--- src/rtl/tile_fetch_agu.sv ---
// tile_fetch_agu: 2-D tile walker issuing one BRAM read per element.
// Optional bounds checking is enabled by defining TILE_FETCH_AGU_BOUNDS_CHECK_EN.
//
// Ports:
//   clk, rst_n        clock, async active-low reset
//   req_valid/ready   descriptor handshake (ready only in IDLE)
//   cfg_base/rows/cols/stride/transpose  tile descriptor
//   abort             synchronous cancel of the current tile
//   rd_ready          downstream accepts a read this cycle
//   bram_addr/en      BRAM read port
//   rd_valid/last     read data qualifiers, READ_LATENCY after issue
//   busy              high in ISSUE or DRAIN
//   fetch_done        one-cycle pulse at tile completion
//   addr_err          sticky bounds error (bounds-check build only)
module tile_fetch_agu #(
  parameter int ADDR_WIDTH = 16,
  parameter int DIM_WIDTH = 10,
  parameter int READ_LATENCY = 1,
  parameter logic [ADDR_WIDTH-1:0] ADDR_LIMIT = {ADDR_WIDTH{1'b1}}
) (
  input  logic                  clk,
  input  logic                  rst_n,
  input  logic                  req_valid,
  output logic                  req_ready,
  input  logic [ADDR_WIDTH-1:0] cfg_base,
  input  logic [DIM_WIDTH-1:0]  cfg_rows,
  input  logic [DIM_WIDTH-1:0]  cfg_cols,
  input  logic [ADDR_WIDTH-1:0] cfg_stride,
  input  logic                  cfg_transpose,
  input  logic                  abort,
  input  logic                  rd_ready,
  output logic [ADDR_WIDTH-1:0] bram_addr,
  output logic                  bram_en,
  output logic                  rd_valid,
  output logic                  rd_last,
  output logic                  busy,
`ifdef TILE_FETCH_AGU_BOUNDS_CHECK_EN
  output logic                  addr_err,
`endif
  output logic                  fetch_done
);

  localparam logic [1:0] S_IDLE  = 2'd0;
  localparam logic [1:0] S_ISSUE = 2'd1;
  localparam logic [1:0] S_DRAIN = 2'd2;
  localparam logic [1:0] S_DONE  = 2'd3;

  logic [1:0]              r_state;
  logic [1:0]              w_state_n;
  logic [ADDR_WIDTH-1:0]   r_base;
  logic [ADDR_WIDTH-1:0]   r_stride;
  logic [ADDR_WIDTH-1:0]   r_row_base;
  logic [DIM_WIDTH-1:0]    r_rows;
  logic [DIM_WIDTH-1:0]    r_cols;
  logic [DIM_WIDTH-1:0]    r_r;
  logic [DIM_WIDTH-1:0]    r_c;
  logic                    r_tr;
  logic [READ_LATENCY-1:0] r_pv;
  logic [READ_LATENCY-1:0] r_pl;
  logic [READ_LATENCY:0]   w_pv_n;
  logic [READ_LATENCY:0]   w_pl_n;
  logic [ADDR_WIDTH:0]     w_rb_sum;
  logic [ADDR_WIDTH:0]     w_addr_sum;
  logic                    w_accept;
  logic                    w_zero;
  logic                    w_last_r;
  logic                    w_last_c;
  logic                    w_last;
  logic                    w_err;
  logic                    w_kill;
  logic                    w_en;
  logic                    w_unused;

  // Carry bits feed the overflow check of the bounds build.
  assign w_rb_sum   = {1'b0, r_row_base} + {1'b0, r_stride};
  assign w_addr_sum = {1'b0, r_row_base} + (ADDR_WIDTH+1)'(r_c);

  assign w_accept = (r_state == S_IDLE) && req_valid;
  assign w_zero   = (cfg_rows == '0) || (cfg_cols == '0);
  assign w_last_r = (r_r == r_rows - DIM_WIDTH'(1));
  assign w_last_c = (r_c == r_cols - DIM_WIDTH'(1));
  assign w_last   = w_last_r && w_last_c;

`ifdef TILE_FETCH_AGU_BOUNDS_CHECK_EN
  logic r_rb_ovf;

  assign w_err = (r_state == S_ISSUE) &&
                 (r_rb_ovf || w_addr_sum[ADDR_WIDTH] ||
                  (w_addr_sum[ADDR_WIDTH-1:0] > ADDR_LIMIT));

  // Sticky flag: the row accumulator has wrapped past the top.
  always_ff @(posedge clk or negedge rst_n) begin
    if (!rst_n) begin
      r_rb_ovf <= 1'b0;
    end else if (w_accept) begin
      r_rb_ovf <= 1'b0;
    end else if (w_en) begin
      if (!r_tr && w_last_c) begin
        r_rb_ovf <= r_rb_ovf | w_rb_sum[ADDR_WIDTH];
      end else if (r_tr && !w_last_r) begin
        r_rb_ovf <= r_rb_ovf | w_rb_sum[ADDR_WIDTH];
      end else if (r_tr) begin
        r_rb_ovf <= 1'b0;
      end
    end
  end

  always_ff @(posedge clk or negedge rst_n) begin
    if (!rst_n) begin
      addr_err <= 1'b0;
    end else if (w_accept) begin
      addr_err <= 1'b0;
    end else if (w_err) begin
      addr_err <= 1'b1;
    end
  end

  assign w_unused = ^{w_pv_n[READ_LATENCY], w_pl_n[READ_LATENCY]};
`else
  assign w_err    = 1'b0;
  assign w_unused = ^{ADDR_LIMIT, w_addr_sum[ADDR_WIDTH],
                      w_rb_sum[ADDR_WIDTH],
                      w_pv_n[READ_LATENCY], w_pl_n[READ_LATENCY]};
`endif

  // Abort (or a bounds error) wins over everything outside IDLE.
  assign w_kill = (r_state != S_IDLE) && (abort || w_err);
  assign w_en   = (r_state == S_ISSUE) && rd_ready && !w_kill;

  assign w_pv_n = {r_pv, w_en};
  assign w_pl_n = {r_pl, w_en && w_last};

  always_comb begin
    w_state_n = r_state;
    if (w_kill) begin
      w_state_n = S_IDLE;
    end else begin
      unique case (r_state)
        S_IDLE: begin
          if (req_valid) begin
            w_state_n = w_zero ? S_DONE : S_ISSUE;
          end
        end
        S_ISSUE: begin
          if (w_en && w_last) begin
            w_state_n = S_DRAIN;
          end
        end
        S_DRAIN: begin
          // Leave once nothing remains in flight after this shift.
          if (w_pv_n[READ_LATENCY-1:0] == '0) begin
            w_state_n = S_DONE;
          end
        end
        S_DONE: begin
          w_state_n = S_IDLE;
        end
        default: begin
          w_state_n = S_IDLE;
        end
      endcase
    end
  end

  always_ff @(posedge clk or negedge rst_n) begin
    if (!rst_n) begin
      r_state <= S_IDLE;
    end else begin
      r_state <= w_state_n;
    end
  end

  always_ff @(posedge clk or negedge rst_n) begin
    if (!rst_n) begin
      r_base     <= '0;
      r_stride   <= '0;
      r_rows     <= '0;
      r_cols     <= '0;
      r_tr       <= 1'b0;
      r_r        <= '0;
      r_c        <= '0;
      r_row_base <= '0;
    end else if (w_accept) begin
      r_base     <= cfg_base;
      r_stride   <= cfg_stride;
      r_rows     <= cfg_rows;
      r_cols     <= cfg_cols;
      r_tr       <= cfg_transpose;
      r_r        <= '0;
      r_c        <= '0;
      r_row_base <= cfg_base;
    end else if (w_en) begin
      if (!r_tr) begin
        if (w_last_c) begin
          r_c        <= '0;
          r_r        <= r_r + DIM_WIDTH'(1);
          r_row_base <= w_rb_sum[ADDR_WIDTH-1:0];
        end else begin
          r_c <= r_c + DIM_WIDTH'(1);
        end
      end else begin
        if (w_last_r) begin
          r_r        <= '0;
          r_c        <= r_c + DIM_WIDTH'(1);
          r_row_base <= r_base;
        end else begin
          r_r        <= r_r + DIM_WIDTH'(1);
          r_row_base <= w_rb_sum[ADDR_WIDTH-1:0];
        end
      end
    end
  end

  always_ff @(posedge clk or negedge rst_n) begin
    if (!rst_n) begin
      r_pv <= '0;
      r_pl <= '0;
    end else if (w_kill) begin
      r_pv <= '0;
      r_pl <= '0;
    end else begin
      r_pv <= w_pv_n[READ_LATENCY-1:0];
      r_pl <= w_pl_n[READ_LATENCY-1:0];
    end
  end

  assign req_ready  = (r_state == S_IDLE);
  assign busy       = (r_state == S_ISSUE) || (r_state == S_DRAIN);
  assign fetch_done = (r_state == S_DONE) && !abort;
  assign bram_en    = w_en;
  assign bram_addr  = w_addr_sum[ADDR_WIDTH-1:0];
  assign rd_valid   = r_pv[READ_LATENCY-1];
  assign rd_last    = r_pl[READ_LATENCY-1];

endmodule
--- config.mk ---
export PLATFORM = sky130hd
export DESIGN_NAME = tile_fetch_agu
export DESIGN_NICKNAME = d
export VERILOG_FILES = /design/src/rtl/tile_fetch_agu.sv
export SDC_FILE = /design/constraint.sdc
export NUM_CORES = 1
export LEC_CHECK = 0
export CAP_MARGIN = 10
export CORE_UTILIZATION = 40
export CTS_BUF_LIST = sky130_fd_sc_hd__clkbuf_8
export DETAILED_ROUTE_END_ITERATION = 12
export PLACE_DENSITY = 0.7
export SYNTH_ARGS = -nofsm -noshare
export SYNTH_HDL_FRONTEND = slang
export SYNTH_SLANG_ARGS = --single-unit
--- constraint.sdc ---
create_clock -name clk -period 4 [get_ports clk]
set_clock_uncertainty 0.2 [all_clocks]
set_input_delay 0.4 -clock clk [delete_from_list [all_inputs] [get_ports clk]]
set_output_delay 0.4 -clock clk [all_outputs]
set_load 0.02 [all_outputs]
==> impl_metrics.toml, run 1 <==
# physical design summary
[run_status]
status = "finished, final reports clean"

[cts]
cts_tree = "built"
clkLatencyLatePin_ns = 0.38
cts_max_level = 3
cts.sinks = 93
root_buffer = "clkbuf_8"
cts-buffers-inserted = 9
clock_path_buffers = 2

[synthesis]
yosys_most_used_dff = "dfrtp_1"
common_cells = "nand2_1, dfrtp_1, nor2_1"
synthCells = 744
synthArstFlopShare_pct = 100
yosys_area_sq_mm = 0.00614
ys_cells = 744
ys_seq_share_pct = 37.9
top_cell_area_share_pct = 37.9

[finish]
utilization_pct = 50.0
seqCellArea_sq_mm = 0.00233
drive_gt1_share_pct = 5.57

[floorplan]
initCoreUtil_pct = 41.6
die_y_um = 126
die-width_um = 126
pin_count = 80

[timing]
fmax_ghz = 0.257
relSlewSlack_pct = 40.7
worst_slew_pin_slew_ns = 0.889

[min_path]
whs_endpoint = "r_base[15]"

[critical_path]
arrival_ns = 3.29
cp_slowest_cell = "dfrtp_1"
cp_max_fo = 4
critical_path_class = "reg -> out"
end_kind = "primary output"

[placed_design]
hpwl_mm = 11.3
place_ws_ns = 0.307

[routing]
drcViolationCount = 0
drtIter0Drc = 380
totalWireLength_mm = 15.3

[global_routing]
grt_pass1_vias = 5412
grt_start_max_net_pins = 69
grtUsageTotal_pct = 20.6

[pwr]
vdd_drop_max_mv = 0.274
[run 1: where the power goes]
part	internal (mW)	switching [mW]	total, mW
Clock	0.319	0.340	0.659
Combinational	1.62	1.99	3.61
Sequential	1.34	0.430	1.77
[run 1: layout by cell type, fill, tap and decap left out, types with 6 or more instances in the layout]
cell             count
inv_1               29
buf_4               14
a21oi_1             27
xor2_1              16
o21ai_0             39
o31ai_1              6
a21o_1               8
nand2_1            178
nor4_1               9
a211oi_1            18
o22ai_1              6
nor3_1              18
mux2i_1              7
nor2_1              46
o21a_1              13
nand3_1             23
clkbuf_8            11
clkdlybuf4s50_1     71
nand2b_1            10
xnor2_1             27
dfrtp_1             93
and3_1              11
or3_1                7
a22o_1               8
nor2b_1             13
ha_1                33
[run 1: final cells by class]
class / instances / share of cell area (%)
tap: 184 / 3.12
clock buffer: 11 / 2.05
inverter: 27 / 1.37
sequential: 93 / 31.6
multi-input combinational: 597 / 48.9
clock inverter: 5 / 0.696
timing repair buffer: 93 / 12.3
[run 1: sequential cells by signal, summed over array words and instances, names as in the netlist]
signal,flops
r_state,2
r_c,10
r_stride,16
r_cols,10
r_tr,1
rd_last,1
r_base,16
r_r,10
r_rows,10
rd_valid,1
r_row_base,16
[run 1: metrics by stage]
step	total power [mW]	hold WS, ns	cells	area, sq um
after detailed placement	5.38	0.247	993	7140
after global routing	6.63	0.288	1010	7380
after CTS	6.07	0.268	1010	7360
after floorplan	4.31	-0.0956	744	6140
final	6.04	0.277	1010	7380
after global placement	5.33	0.238	993	7140
[run 1: how the worst max path moves through the flow]
stage             startpoint            end  slack [ns]
2_1_floorplan         r_c[1]  bram_addr[12]        0.83
3_3_place_gp   r_row_base[1]  bram_addr[15]        0.33
3_5_place_dp   r_row_base[0]  bram_addr[12]        0.31
4_1_cts        r_row_base[1]  bram_addr[11]        0.04
5_1_grt        r_row_base[1]  bram_addr[15]        0.01
6_report       r_row_base[1]  bram_addr[15]        0.11
[run 1: repair_timing]
| item | in CTS | in global routing |
|---|---|---|
| gates resized | 4 | 6 |
| setup endpoints to repair | 4 | 5 |
| hold buffers | 1 | 0 |
| endpoints found under the hold margin | 66 | 0 |
[run 1: kinds of logic after synthesis]
kind of cell,synth area share (%)
AOI/OAI and AO/OA,17.6
xor gates and xnor gates,6.14
muxes,1.88
DFF,37.9
buffers and inverters,3.51
adders and majority gates,7.38
and+or+nand+nor,25.6
[run 1: layer usage]
metal,global-route usage [%],part of all wire (%),vias up
li1,-,-,2760
met1,27.5,48,2593
met2,33.2,46,114
met3,4.72,4.1,20
met4,6.24,1.8,0
met5,0,0,-
[run 1: tightest hold or removal path: cells and delay by family (launching register included)]
| family | cells | cell delay (ns) |
|---|---|---|
| simple gates | 2 | 0.11 |
| flops | 1 | 0.34 |
### Cells by drive strength, run 1

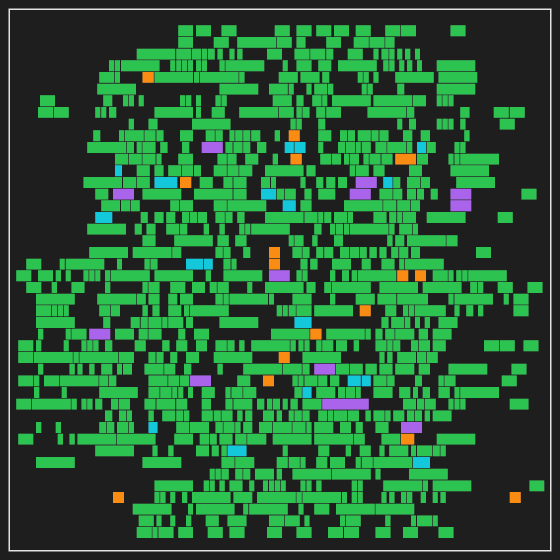
color	size	cells
cyan	drive 2	18
orange	drive 3 to 4	16
green	drive 1 or less	780
purple	drive 6 and up	12
worst setup margin: 0.112 ns
area grow syn2layout: 20.2%

### Cell density map, run 1

Bar = 50 um. 13 x 13 tiles, from dark blue (low) to red (high), 0 to 100% covered.
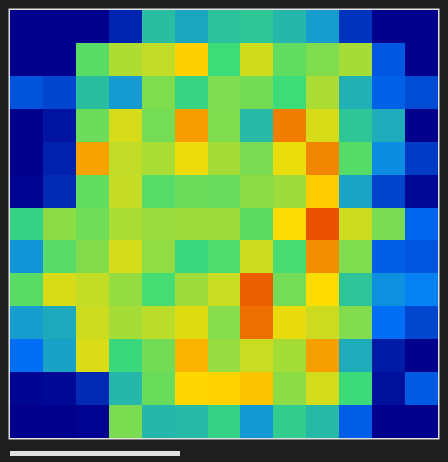
tiles over 75% full	8.9%
emptiest ninth of the die	upper left
mean over tiles	45%
fullest tile	91%
nearly empty tiles	12%

### Congestion heat map, run 1

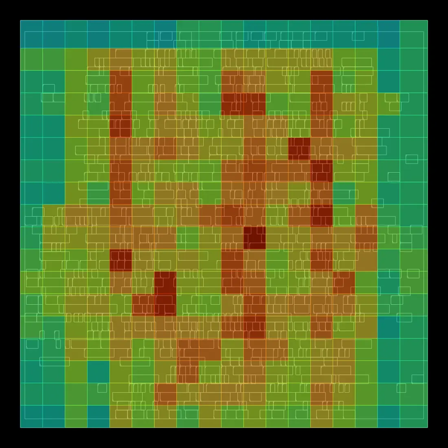
met2 Use GR: 33.2%
WL/cell: 15.1 um

==> run 1 -> run 2 <==
CORE_UTILIZATION = 58   (was 40)
CTS_CLUSTER_SIZE = 14   (was unset)
PLACE_DENSITY = 0.92   (was 0.7)
clock period = 3.8 ns   (was 4 ns; I/O delays follow)
### Signal metal coverage by tile, run 2

Bar = 20 um. 21 x 21 tiles, from dark blue (low) to red (high), scaled to the fullest tile. Values are wire area over tile area, all layers added.
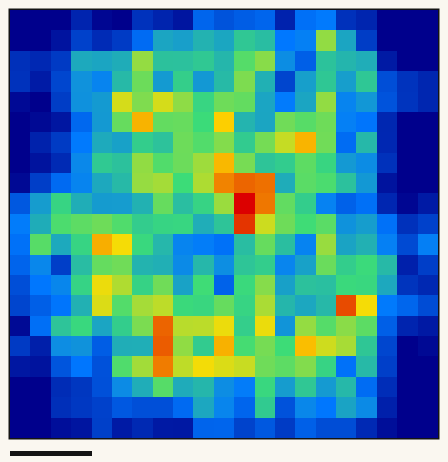
nearly empty tiles	11%
mean over tiles	0.24
tiles over half the peak	25%
WL/cell: 16.8 um
vias: 5920
total track usage: 30.2%
final WL: 16.2 mm

==> impl_metrics.toml, run 2 <==
# physical design summary
[finish]
layout.cells.non_filler = 960
reg_top3 = "r_base: 16 flops, r_row_base: 16 flops, r_stride: 16 flops"
lay_top_count = "nand2_1"
area_growth_pct = 18.5
drive_gt1_share_pct = 5.83
lay_top_cells = "nand2_1, dfrtp_1, clkdlybuf4s50_1"

[floorplan]
core-area_sq_mm = 0.0103
initCoreUtil_pct = 59.7
die_y_um = 105
die-width_um = 105
pin_count = 80

[critical_path]
cp_slowest_cell = "dfrtp_1"
critical_path_class = "reg -> out"
cp_max_fo = 4
arrival_ns = 3.08
path_delay_family = "AND-OR/OR-AND gates"
end_kind = "primary output"

[global_routing]
grt_pass1_vias = 5766
grt_pass1_wl_mm = 26.7
grt_start_max_net_pins = 70
grt-ovfl-total = 0

[synthesis]
common_cells = "nand2_1, dfrtp_1, nor2_1"
synthArstFlopShare_pct = 100
synth.distinct_cells = 61
top_cell_area_share_pct = 37.9
ys_seq_share_pct = 37.9
yosys_area_sq_mm = 0.00614
synthCells = 744
yosys_most_used_dff = "dfrtp_1"
ys_cells = 744

[cts]
clock_path_buffers = 2
clkLatencyLatePin_ns = 0.37
cts_max_level = 3
root_buffer = "clkbuf_8"
cts.sinks = 93
cts-buffers-inserted = 9
cts_tree = "built"

[timing]
relSlewSlack_pct = 41.6
fmax_ghz = 0.273
worst_slew_pin_slew_ns = 0.876

[routing]
drtIter0Drc = 481
drcViolationCount = 0

[placed_design]
hpwl_mm = 11.9
placed_cells = 945
gp_congestion = 0.910

[run_status]
status = "finished, final reports clean"

[pwr]
vdd_drop_max_mv = 0.475
### Congestion heat map, run 2

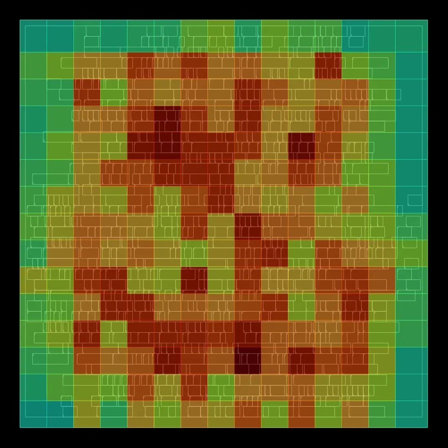
post-layout util: 70.8%
met2 Use GR: 52.4%
Top Usage Layer GRT: met2
M3 GR Usage: 4.49%
M1 GR Usage: 37.6%

run 2: stage by stage:
step	setup WS [ns]	instance area (sq um)	hold WS [ns]	total power, mW
finish	0.138	7280	0.271	6.43
global route	0.00136	7280	0.302	6.89
CTS	0.0149	7290	0.272	6.37
detailed placement	0.0477	7100	0.252	5.72
global placement	0.173	7100	0.242	5.48
floorplan	0.646	6140	-0.116	4.54
run 2: area by class of cell:
cell class              instances  area, sq um  share of cell area, %
multi-input cells             597         3610                   49.6
flip-flops and latches         93         2330                   32.0
repair buffers                 93          886                   12.2
well taps                     136          170                   2.34
clock buffers                  10          138                   1.89
inverters                      27          101                   1.39
clock inverters                 4         42.5                  0.585
run 2: metal layers:
| metal | part of all wire, % | vias up | wire length, um | track usage [%] |
|---|---|---|---|---|
| met3 | 6.2 | 54 | 997 | 4.49 |
| met1 | 40 | 2856 | 6530 | 37.6 |
| li1 | - | 2750 | - | - |
| met4 | 3.5 | 0 | 558 | 13.0 |
| met5 | 0 | - | 0 | 0 |
| met2 | 50 | 260 | 8070 | 52.4 |
run 2: what timing repair did:
item                                    in CTS  in global routing
hold buffers                                 1                  0
endpoints found under the setup margin       8                  6
pin swaps                                    0                  1
gates resized                               12                 13
hold endpoints to repair                    68                  0
run 2: tightest hold or removal path: stages (launching register included):
cell     delay [ns]
dfrtp_1        0.33
nand2_1        0.06
nand2_1        0.06
run 2: kinds of logic (layout without fill, tap and decap cells):
| kind of cell | after synthesis | after routing | share of synthesized area [%] |
|---|---|---|---|
| AND/OR/NAND/NOR | 344 | 344 | 25.6 |
| AND-OR/OR-AND | 164 | 164 | 17.6 |
| flip-flops | 93 | 93 | 37.9 |
| buffers and inverters | 54 | 134 | 3.51 |
| XOR/XNOR | 43 | 43 | 6.14 |
| adder cells (fa/ha/maj) | 35 | 35 | 7.38 |
| multiplexers | 11 | 11 | 1.88 |
run 2: worst paths after layout:
check | end | cells after the start | start | slack [ns]
max reg2reg | r_r[0] | 11 | r_rows[0] | 0.31
min in group asynchronous | r_base[11] | 2 | rst_n | 0.47
max | bram_addr[15] | 10 | r_row_base[1] | 0.14
max in group asynchronous | r_stride[7] | 3 | rst_n | 2.08
min reg2reg | r_base[15] | 2 | r_base[15] | 0.27
min | r_base[15] | 2 | r_base[15] | 0.27
run 2: report_power, final:
group / total, mW / switching, mW / internal [mW]
Sequential: 1.88 / 0.463 / 1.41
Combinational: 3.90 / 2.22 / 1.69
Clock: 0.650 / 0.340 / 0.310
Total: 6.43 / 3.02 / 3.41
==> run 2 -> run 3 <==
SKIP_CTS_REPAIR_TIMING = 1   (was unset)
### Signal metal coverage by tile, run 3

Bar = 20 um. 21 x 21 tiles, from dark blue (low) to red (high), scaled to the fullest tile. Values are wire area over tile area, all layers added.
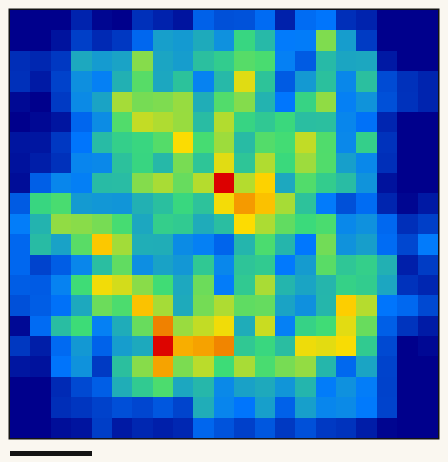
final WL: 16.3 mm
WL/cell: 17.0 um

==> impl_metrics.toml, run 3 <==
# physical design summary
[routing]
drtIter0Drc = 438

[placed_design]
gp_congestion = 0.910
hpwl_mm = 11.9

[finish]
reg_top3 = "r_base: 16 flops, r_row_base: 16 flops, r_stride: 16 flops"
utilization_pct = 71.2
area_growth_pct = 19.1
lay_top_count = "nand2_1"

[run_status]
status = "finished, final reports clean"

[global_routing]
use_met1_pct = 37.6
use_met2_pct = 52.3
grt.busiest_layer = "met2"
grt_start_max_net_pins = 70

[cts]
cts_tree = "built"
cts_max_level = 3
cts.sinks = 93
clkLatencyLatePin_ns = 0.37

[synthesis]
ys_cells = 744
synth.distinct_cells = 61
top_cell_area_share_pct = 37.9
yosys_most_used_dff = "dfrtp_1"
yosys_area_sq_mm = 0.00614

[critical_path]
critical_path_class = "reg -> out"
r2r-start = "r_rows[0]"
end_kind = "primary output"

[pwr]
vdd_drop_max_mv = 0.479
finalPower_mw = 6.47

[min_path]
holdPathStages = 2

[timing]
worst_slew_pin_slew_ns = 0.880
fmax_ghz = 0.269

[floorplan]
die_y_um = 105
### Cell density map, run 3

Bar = 20 um. 10 x 10 tiles, from dark blue (low) to red (high), 0 to 100% covered.
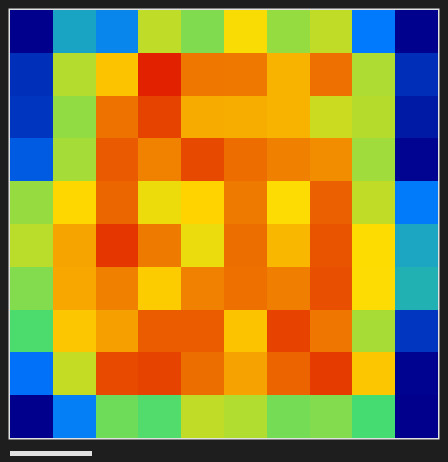
FP Util: 59.7%
core footprint: 0.0103 sq mm

==> run 3: cell counts after synthesis <==
Identical to the previous run, type by type.
==> run 3: critical path, cell delays in order (launching register included) <==
cell            delay (ns)
dfrtp_1               0.43
ha_1                  0.30
a21o_1                0.16
a21oi_1               0.24
o21ai_0               0.17
a211o_1               0.37
a311oi_2              0.30
o21bai_1              0.21
nand3_1               0.16
xnor2_1               0.17
dlymetal6s2s_1        0.26
==> run 3: power by group <==
| part | internal (mW) | total, mW | switching [mW] |
|---|---|---|---|
| clock | 0.310 | 0.652 | 0.342 |
| sequential | 1.41 | 1.88 | 0.462 |
| combinational | 1.72 | 3.95 | 2.23 |
==> run 3: how the worst max path moves through the flow <==
stage	start	end	slack, ns	cells past startpoint
after floorplan	r_c[1]	bram_addr[12]	0.65	11
after global placement	r_row_base[0]	bram_addr[12]	0.17	12
after detailed placement	r_row_base[0]	bram_addr[14]	0.05	12
after CTS	r_row_base[0]	bram_addr[14]	-0.39	12
after global routing	r_row_base[1]	bram_addr[15]	-0.01	10
final	r_row_base[1]	bram_addr[15]	0.08	10
==> run 3: through the flow <==
step                      area, sq um  cells
after floorplan                  6140    744
after global placement           7100    945
after detailed placement         7100    945
after CTS                        7280    959
after global routing             7310    960
final                            7310    960
==> run 3: routing by layer <==
layer / share of wire, % / vias to the layer above
li1: - / 2750
met1: 40 / 2904
met2: 50 / 285
met3: 6.4 / 55
met4: 3.4 / 0
met5: 0 / -
==> run 3: kinds of logic after synthesis <==
logic type	synth area share [%]
simple gates	25.6
compound gates	17.6
flops	37.9
buf+inv	3.51
xor+xnor	6.14
fa+ha+maj	7.38
mux	1.88
==> run 3: cell type report <==
class / instances / area (sq um)
multi-input combinational: 597 / 3610
fill: 799 / 2960
sequential: 93 / 2330
timing repair buffer: 93 / 923
tap: 136 / 170
clock buffer: 10 / 138
inverter: 27 / 101
clock inverter: 4 / 42.5
Power is estimated from default activity; no workload was simulated.
